<file path="src/rtl/mul4_eval_pkg.sv">
// Shared types and constants for the 2x2-bit multiplier fitness evaluator:
// FSM states, exhaustive 16-lane stimulus vectors and the golden product words.
package mul4_eval_pkg;

   typedef enum logic [2:0] {
      ST_IDLE    = 3'd0,
      ST_SETTLE  = 3'd1,
      ST_CAPTURE = 3'd2,
      ST_SCORE   = 3'd3,
      ST_RESULT  = 3'd4
   } state_t;

   // Lane i carries a = i[3:2], b = i[1:0].
   localparam logic [15:0] STIM_A1 = 16'hFF00;
   localparam logic [15:0] STIM_A0 = 16'hF0F0;
   localparam logic [15:0] STIM_B1 = 16'hCCCC;
   localparam logic [15:0] STIM_B0 = 16'hAAAA;

   localparam logic [15:0] GOLD_Y0 = 16'hA0A0;
   localparam logic [15:0] GOLD_Y1 = 16'h6AC0;
   localparam logic [15:0] GOLD_Y2 = 16'h4C00;
   localparam logic [15:0] GOLD_Y3 = 16'h8000;

   localparam logic [6:0] MAX_SCORE = 7'd64;

   function automatic logic [15:0] gold_word(input logic [1:0] k);
      logic [15:0] w;
      case (k)
         2'd0:    w = GOLD_Y0;
         2'd1:    w = GOLD_Y1;
         2'd2:    w = GOLD_Y2;
         2'd3:    w = GOLD_Y3;
         default: w = 16'h0000;
      endcase
      return w;
   endfunction

endpackage

</file>
<file path="src/rtl/mul4_fitness_evaluator_popcount16.sv">
// Combinational population count of a 16-bit word.
module popcount16 (
   input  logic [15:0] din,
   output logic [4:0]  count
);

   // Sum of set bits
   always_comb begin
      count = 5'd0;
      for (int i = 0; i < 16; i++) begin
         count = count + {4'd0, din[i]};
      end
   end

endmodule

</file>
<file path="src/rtl/mul4_fitness_evaluator.sv">
// Drives exhaustive stimulus into a 2x2 multiplier candidate, scores its outputs
// bit-for-bit against the golden product and tracks the best candidate since reset.
module mul4_fitness_evaluator
   import mul4_eval_pkg::*;
#(
   parameter int SETTLE_CYCLES = 1,
   parameter int ID_W          = 8
) (
   input  logic            clk,
   input  logic            rst,
   input  logic            start_valid,
   output logic            start_ready,
   output logic [15:0]     a1,
   output logic [15:0]     a0,
   output logic [15:0]     b1,
   output logic [15:0]     b0,
   input  logic [15:0]     y3,
   input  logic [15:0]     y2,
   input  logic [15:0]     y1,
   input  logic [15:0]     y0,
   output logic            res_valid,
   input  logic            res_ready,
   output logic [6:0]      res_score,
   output logic            res_perfect,
   output logic [ID_W-1:0] res_id,
   output logic [6:0]      best_score,
   output logic [ID_W-1:0] best_id
);

   localparam logic [3:0] SETTLE_LAST = 4'(SETTLE_CYCLES - 1);

   state_t               state_r;
   state_t               state_s;
   logic [3:0]           settle_cnt_r;
   logic [1:0]           word_idx_r;
   logic [3:0][15:0]     cap_r;
   logic [6:0]           acc_r;
   logic [6:0]           acc_sum_s;
   logic [15:0]          match_s;
   logic [4:0]           match_cnt_s;
   logic [ID_W-1:0]      cand_id_r;
   logic [6:0]           best_score_r;
   logic [ID_W-1:0]      best_id_r;
   logic [15:0]          a1_r, a0_r, b1_r, b0_r;
   logic                 res_valid_r;
   logic [6:0]           res_score_r;
   logic                 res_perfect_r;

   // One shared counter, steered to the word being scored this cycle.
   assign match_s   = ~(cap_r[word_idx_r] ^ gold_word(word_idx_r));
   assign acc_sum_s = acc_r + {2'b00, match_cnt_s};

   popcount16 u_popcount (
      .din   (match_s),
      .count (match_cnt_s)
   );

   // FSM state register
   always_ff @(posedge clk or posedge rst) begin
      if (rst) begin
         state_r <= ST_IDLE;
      end else begin
         state_r <= state_s;
      end
   end

   // FSM next-state decode
   always_comb begin
      state_s = state_r;
      case (state_r)
         ST_IDLE: begin
            if (start_valid) state_s = ST_SETTLE;
            else             state_s = ST_IDLE;
         end
         ST_SETTLE: begin
            if (settle_cnt_r == SETTLE_LAST) state_s = ST_CAPTURE;
            else                             state_s = ST_SETTLE;
         end
         ST_CAPTURE: state_s = ST_SCORE;
         ST_SCORE: begin
            if (word_idx_r == 2'd3) state_s = ST_RESULT;
            else                    state_s = ST_SCORE;
         end
         ST_RESULT: begin
            if (res_ready) state_s = ST_IDLE;
            else           state_s = ST_RESULT;
         end
         default: state_s = ST_IDLE;
      endcase
   end

   // Datapath: stimulus, settle counter, capture, accumulation, result and best tracking
   always_ff @(posedge clk or posedge rst) begin
      if (rst) begin
         settle_cnt_r  <= 4'd0;
         word_idx_r    <= 2'd0;
         cap_r         <= '0;
         acc_r         <= 7'd0;
         cand_id_r     <= '0;
         best_score_r  <= 7'd0;
         best_id_r     <= '0;
         a1_r          <= 16'h0000;
         a0_r          <= 16'h0000;
         b1_r          <= 16'h0000;
         b0_r          <= 16'h0000;
         res_valid_r   <= 1'b0;
         res_score_r   <= 7'd0;
         res_perfect_r <= 1'b0;
      end else begin
         case (state_r)
            ST_IDLE: begin
               if (start_valid) begin
                  a1_r         <= STIM_A1;
                  a0_r         <= STIM_A0;
                  b1_r         <= STIM_B1;
                  b0_r         <= STIM_B0;
                  settle_cnt_r <= 4'd0;
                  word_idx_r   <= 2'd0;
                  acc_r        <= 7'd0;
               end
            end
            ST_SETTLE: begin
               settle_cnt_r <= settle_cnt_r + 4'd1;
            end
            ST_CAPTURE: begin
               cap_r <= {y3, y2, y1, y0};
            end
            ST_SCORE: begin
               acc_r      <= acc_sum_s;
               word_idx_r <= word_idx_r + 2'd1;
               if (word_idx_r == 2'd3) begin
                  a1_r          <= 16'h0000;
                  a0_r          <= 16'h0000;
                  b1_r          <= 16'h0000;
                  b0_r          <= 16'h0000;
                  res_valid_r   <= 1'b1;
                  res_score_r   <= acc_sum_s;
                  res_perfect_r <= (acc_sum_s == MAX_SCORE);
               end
            end
            ST_RESULT: begin
               if (res_ready) begin
                  res_valid_r <= 1'b0;
                  cand_id_r   <= cand_id_r + {{(ID_W-1){1'b0}}, 1'b1};
                  // Strictly greater: a tie keeps the earlier candidate.
                  if (acc_r > best_score_r) begin
                     best_score_r <= acc_r;
                     best_id_r    <= cand_id_r;
                  end
               end
            end
            default: begin
               res_valid_r <= 1'b0;
            end
         endcase
      end
   end

   assign start_ready = (state_r == ST_IDLE);
   assign a1          = a1_r;
   assign a0          = a0_r;
   assign b1          = b1_r;
   assign b0          = b0_r;
   assign res_valid   = res_valid_r;
   assign res_score   = res_score_r;
   assign res_perfect = res_perfect_r;
   assign res_id      = cand_id_r;
   assign best_score  = best_score_r;
   assign best_id     = best_id_r;

endmodule
</file>
<file path="config.mk">
export PLATFORM = sky130hd
export DESIGN_NAME = mul4_fitness_evaluator
export DESIGN_NICKNAME = d
export VERILOG_FILES = /design/src/rtl/mul4_eval_pkg.sv /design/src/rtl/mul4_fitness_evaluator_popcount16.sv /design/src/rtl/mul4_fitness_evaluator.sv
export SDC_FILE = /design/constraint.sdc
export NUM_CORES = 1
export LEC_CHECK = 0
export ABC_CLOCK_PERIOD_IN_PS = 6700
export CAP_MARGIN = 15
export CORE_ASPECT_RATIO = 1.2
export CORE_MARGIN = 2
export CORE_UTILIZATION = 49
export DETAILED_ROUTE_END_ITERATION = 10
export HOLD_SLACK_MARGIN = 0.05
export PLACE_DENSITY = 0.81
export SLEW_MARGIN = 25
export SYNTH_ARGS = -nofsm -noshare
export SYNTH_HDL_FRONTEND = slang
export SYNTH_SLANG_ARGS = --single-unit
</file>
<file path="constraint.sdc">
create_clock -name clk -period 6.7 [get_ports clk]
set_input_delay 1.005 -clock clk [delete_from_list [all_inputs] [get_ports clk]]
set_output_delay 1.005 -clock clk [all_outputs]
set_load 0.03 [all_outputs]
</file>
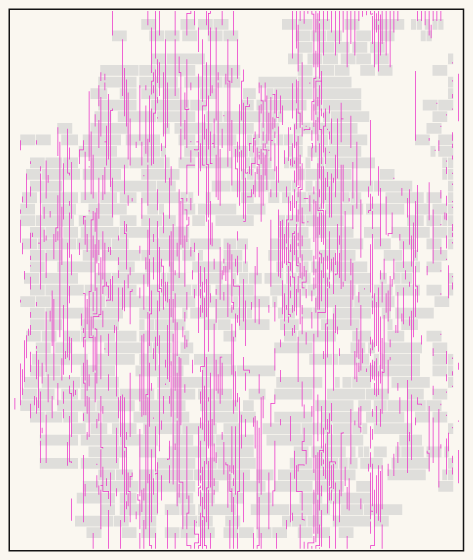
*Metal 2, run 1*
Cells faint in the background.
nets with wire on the layer: 638
main direction: vertical
wire length on this layer: 6490 um
longest straight run: 45.9 um
share of all routed wire: 54%
via count of the routed design: 3913
met2 Use GR: 0.3308
WL final: 12.11 mm

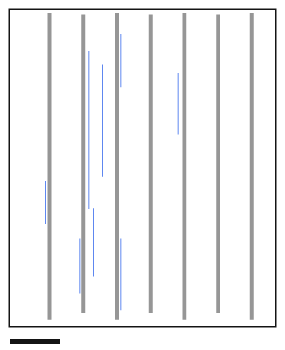
*Signal wires on met4, run 1*
Scale bar: 20 um. Supply wires on this layer in grey.
longest straight run: 63.2 um
nets with wire on the layer: 6
wire length on this layer: 248 um
main direction: vertical
share of all routed wire: 2.1%

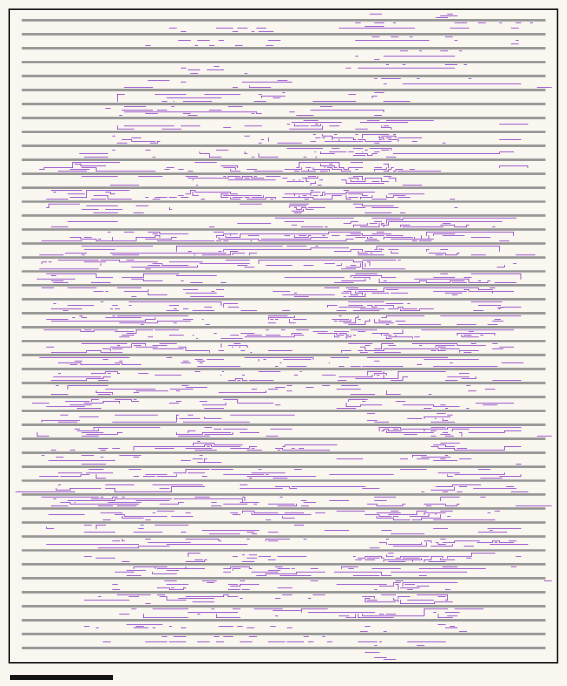
*Met1 routing, run 1*
Scale bar: 20 um. Supply wires on this layer in grey.
longest straight run: 25.8 um
main direction: horizontal
wire length on this layer: 4790 um
nets with wire on the layer: 585
share of all routed wire: 40%
fraction of met1 tracks used by global routing: 0.2209

[run 1: worst register-to-register path, delay by kind of cell (launching register included)]
| family | cells | cell delay [ps] |
|---|---|---|
| flops | 1 | 530 |
| xor+xnor | 2 | 330 |
| simple gates | 2 | 520 |
| compound gates | 2 | 550 |
| mux | 1 | 510 |
| buf+inv | 5 | 440 |
| fa+ha+maj | 7 | 3220 |
[run 1: final timing paths]
kind | start | endpoint | slack, ps | cells after the start
max in group asynchronous | rst | word_idx_r[0] | 4420 | 3
worst max register to register | word_idx_r[0] | res_perfect | 540 | 19
worst min register to register | best_id[7] | best_id[7] | 480 | 1
worst max-delay path | word_idx_r[0] | res_perfect | 540 | 19
min in group asynchronous | rst | best_id[0] | 1010 | 2
worst min-delay path | best_id[7] | best_id[7] | 480 | 1
[run 1: through the flow]
stage	cell area, um^2	setup slack [ps]	util
CTS	7998	391.6	0.6398
global route	7999	189.3	0.6399
floorplan	6306	580.3	-
global placement	7301	666.7	0.5841
detailed placement	7301	449.4	0.5841
finish	7999	544.5	0.6399
[run 1: cell families after synthesis]
logic type	after synthesis
AND/OR/NAND/NOR	54
flip-flops	113
other	1
multiplexers	100
XOR/XNOR	24
buffers and inverters	116
adder cells (fa/ha/maj)	35
AND-OR/OR-AND	43
[run 1: flip-flops by register name (all words and copies together), names as in the netlist]
name and flops:
settle_cnt_r 4, best_id 8, res_score 7, cap_r 64
b0 1, state_r 3, best_score 7, word_idx_r 2
acc_r 7, res_id 8, res_perfect 1, res_valid 1
==> run summary, run 1 <==
From the run reports.

- The cell family contributing the most delay on the critical path is adder cells.
- The number of sequential cells in the layout is about 110.
- The cell-mix breakdown from Yosys lists the adder-cell area share as 0.08409.
- The die is 106.6 um wide.
- The overall overflow remaining after global route is 0.
- Per the final report, the share of cell area in non-clock buffers is 0.1708.
- The number of buffers outside the clock class in the layout reads 138.
- The cell count after synthesis reads 486.
- The net count of the finished layout is 695.
- The clock root buffer master reads clkbuf_16.
- The count of standard-cell rows is 45.
- The yosys warning tally reads 0.
- Hold repair after CTS inserted 0 buffers.
- The synthesized design contains 0 enable-type register cells.
- The number of violations of the max-capacitance limit reads 0.
- The detailed-route vias per instance is ~5.1.
- The total number of tap cells is 164.
- The initial utilization of the core area, before any placement, comes to 0.4952.
- The non-filler instance count after layout reads 769.
- The maximum net fanout on the critical path reads 10.
- The path type of the worst setup path reads flop to flop.
- The cell type contributing the most total cell area after synthesis is dfrtp_1.
- For reference, the clock transition at the flip-flops on the worst setup and hold paths is 50 ps.
- The run finished with clean final reports.
- The cell sequence reported for the critical path is buf_4, mux4_2, xnor2_1, fa_1, inv_1, fa_1, inv_1, fa_1, fa_1, inv_1, fa_1, fa_1, inv_1, ha_1, a211oi_1, nor2_1, xor2_1, nor4_1, a32o_1.
- The register area reads approximately 2800 um^2.
- TritonCTS reports the number of clock sinks as 113.
- Post-CTS repair changed the size of 0 cells.
- The data arrival time at the worst-slack endpoint reads 6510 ps.
- The final hold violation count reads 0.
- The clock-cell share of area reads 0.08713.
- The total die area reads 13550 um^2.
- The simple-gate share of the synthesized area reads 0.04124.
- The number of endpoints failing setup at the final stage is 0.
- The non-clock inverters instantiated in the layout total 34.
- For this run, asynchronously set or reset flops after synthesis account for 1.000.
- The post-synthesis cell type with the largest instance count is dfrtp_1.
==> inputs of run 2 (changes only) <==
- CORE_MARGIN: 2 -> 8
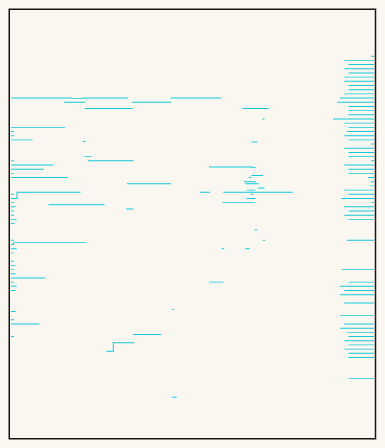
*Metal 3, run 2*
main direction: horizontal
nets with wire on the layer: 106
wire length on this layer: 873 um
WL final: 12.68 mm
via count of the routed design: 3874
met3 track utilization from global routing: 0.06517

==> run 2 against run 1 <==
Net effect: setup slack got worse by 150 ps; core utilization fell by 0.90 points; area after synthesis did not move; critical path type unchanged; critical endpoint unchanged.
==> run summary, run 2 <==
From the run reports.

- The post-cts resize count reads 0 (unchanged).
- The worst min-delay path endpoint reads cap_r[55].
- The number of violations of the max-capacitance limit reads 0 (unchanged).
- The slack of the worst reg-to-reg path came to 400 ps (-150 ps).
- The count of standard-cell rows came to 45 (unchanged).
- The initial core utilization is 0.4952 (unchanged).
- The final design area excluding fillers reads 7886 um^2 (-1.4%).
- The yosys warning tally is 0 (unchanged).
- The clock-pin slew of the registers on the worst-case setup and hold paths is 60 ps (about the same).
- Per the synthesis report, the dominant area consumer among library cells is dfrtp_1.
- The final hold violation count is 0 (unchanged).
- The relative max-transition margin is 0.3160.
- The clock sink total is 113 (unchanged).
- The flow ran to the end, and the final reports show no timing, DRC or antenna violations.
- The startpoint of the tightest hold check path is cap_r[55].
- The number of endpoints failing setup at the final stage was 0 (unchanged).
- The register ranked first by flip-flop count reads cap_r.
- The number of synthesized flops with an enable pin is 0 (unchanged).
- The chip width is 118.6 um (+11%).
- The data arrival time at the worst-slack endpoint came to 6650 ps (+140 ps).
- The placement-stage cell area reads 7301 um^2 (unchanged).
- The final layout net count was 695 (unchanged).
- The maximum net fanout on the critical path reads 10 (unchanged).
- The worst setup path is captured at a flop.
- The worst setup path startpoint reads word_idx_r[0].
- The reg-to-reg startpoint reads word_idx_r[0].
- The cts-stage hold buffer count is 0 (unchanged).
- The overall overflow remaining after global route is 0 (unchanged).
- The capture point of the critical path is res_perfect.
- The hold path depth reads 1 (unchanged).
- The post-layout utilization of the core is 0.6309 (-0.009009).
- The cell count after synthesis reads 486 (unchanged).
- The most common cell in the synthesized netlist is dfrtp_1.
- The reg-to-reg critical path endpoint reads res_perfect.
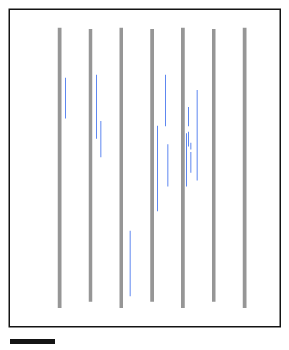
*Signal wires on met4, run 2*
Scale bar: 20 um. Supply wires on this layer in grey.
share of all routed wire: 2.0%
main direction: vertical
wire length on this layer: 256 um

## run 2: area by class of cell
type	instances	area, um^2	area share
inverter	34	130.1	0.01650
multi-input combinational	288	2771	0.3514
clock inverter	11	138.9	0.01761
sequential	113	2828	0.3586
tap	164	205.2	0.02602
timing repair buffer	138	1366	0.1733
clock buffer	20	446.7	0.05664
## run 2: metal layers
layer  GRT usage  vias to the layer above  routed length (um)
met4     0.06604                        0                 256
li1            -                     1798                   -
met5           0                        -                   0
met1      0.1713                     1911                5041
met3     0.06517                       29                 872
met2      0.2679                      136                6509
## run 2: worst max-delay path, cell delays in order (launching register included)
cell and delay [ps]:
dfrtp_1 710, mux4_2 570, inv_1 70, ha_1 220, inv_1 90, fa_1 420
fa_1 540, inv_1 50, fa_1 500, fa_1 550, inv_1 60, fa_1 450
fa_1 490, inv_1 60, ha_1 270, a211oi_1 320, nor2_1 110, xor2_1 190
nor4_1 340, a32o_1 220
## run 2: cells by family after synthesis
family | after synthesis | share of synthesized area
AOI/OAI and AO/OA | 43 | 0.05074
xor gates and xnor gates | 24 | 0.03396
adders and majority gates | 35 | 0.08409
buffers and inverters | 116 | 0.1154
DFF | 113 | 0.4568
muxes | 100 | 0.2171
other | 1 | 0.0006058
and+or+nand+nor | 54 | 0.04124
## run 2: stage by stage
step | setup slack (ps) | std cells | hold slack (ps)
after global routing | 123.4 | 768 | 515.2
after CTS | 375.9 | 768 | 504.4
after global placement | 630.0 | 737 | 470.4
after floorplan | 580.3 | 517 | 475.2
after detailed placement | 393.0 | 737 | 493.7
final | 395.0 | 768 | 500.8
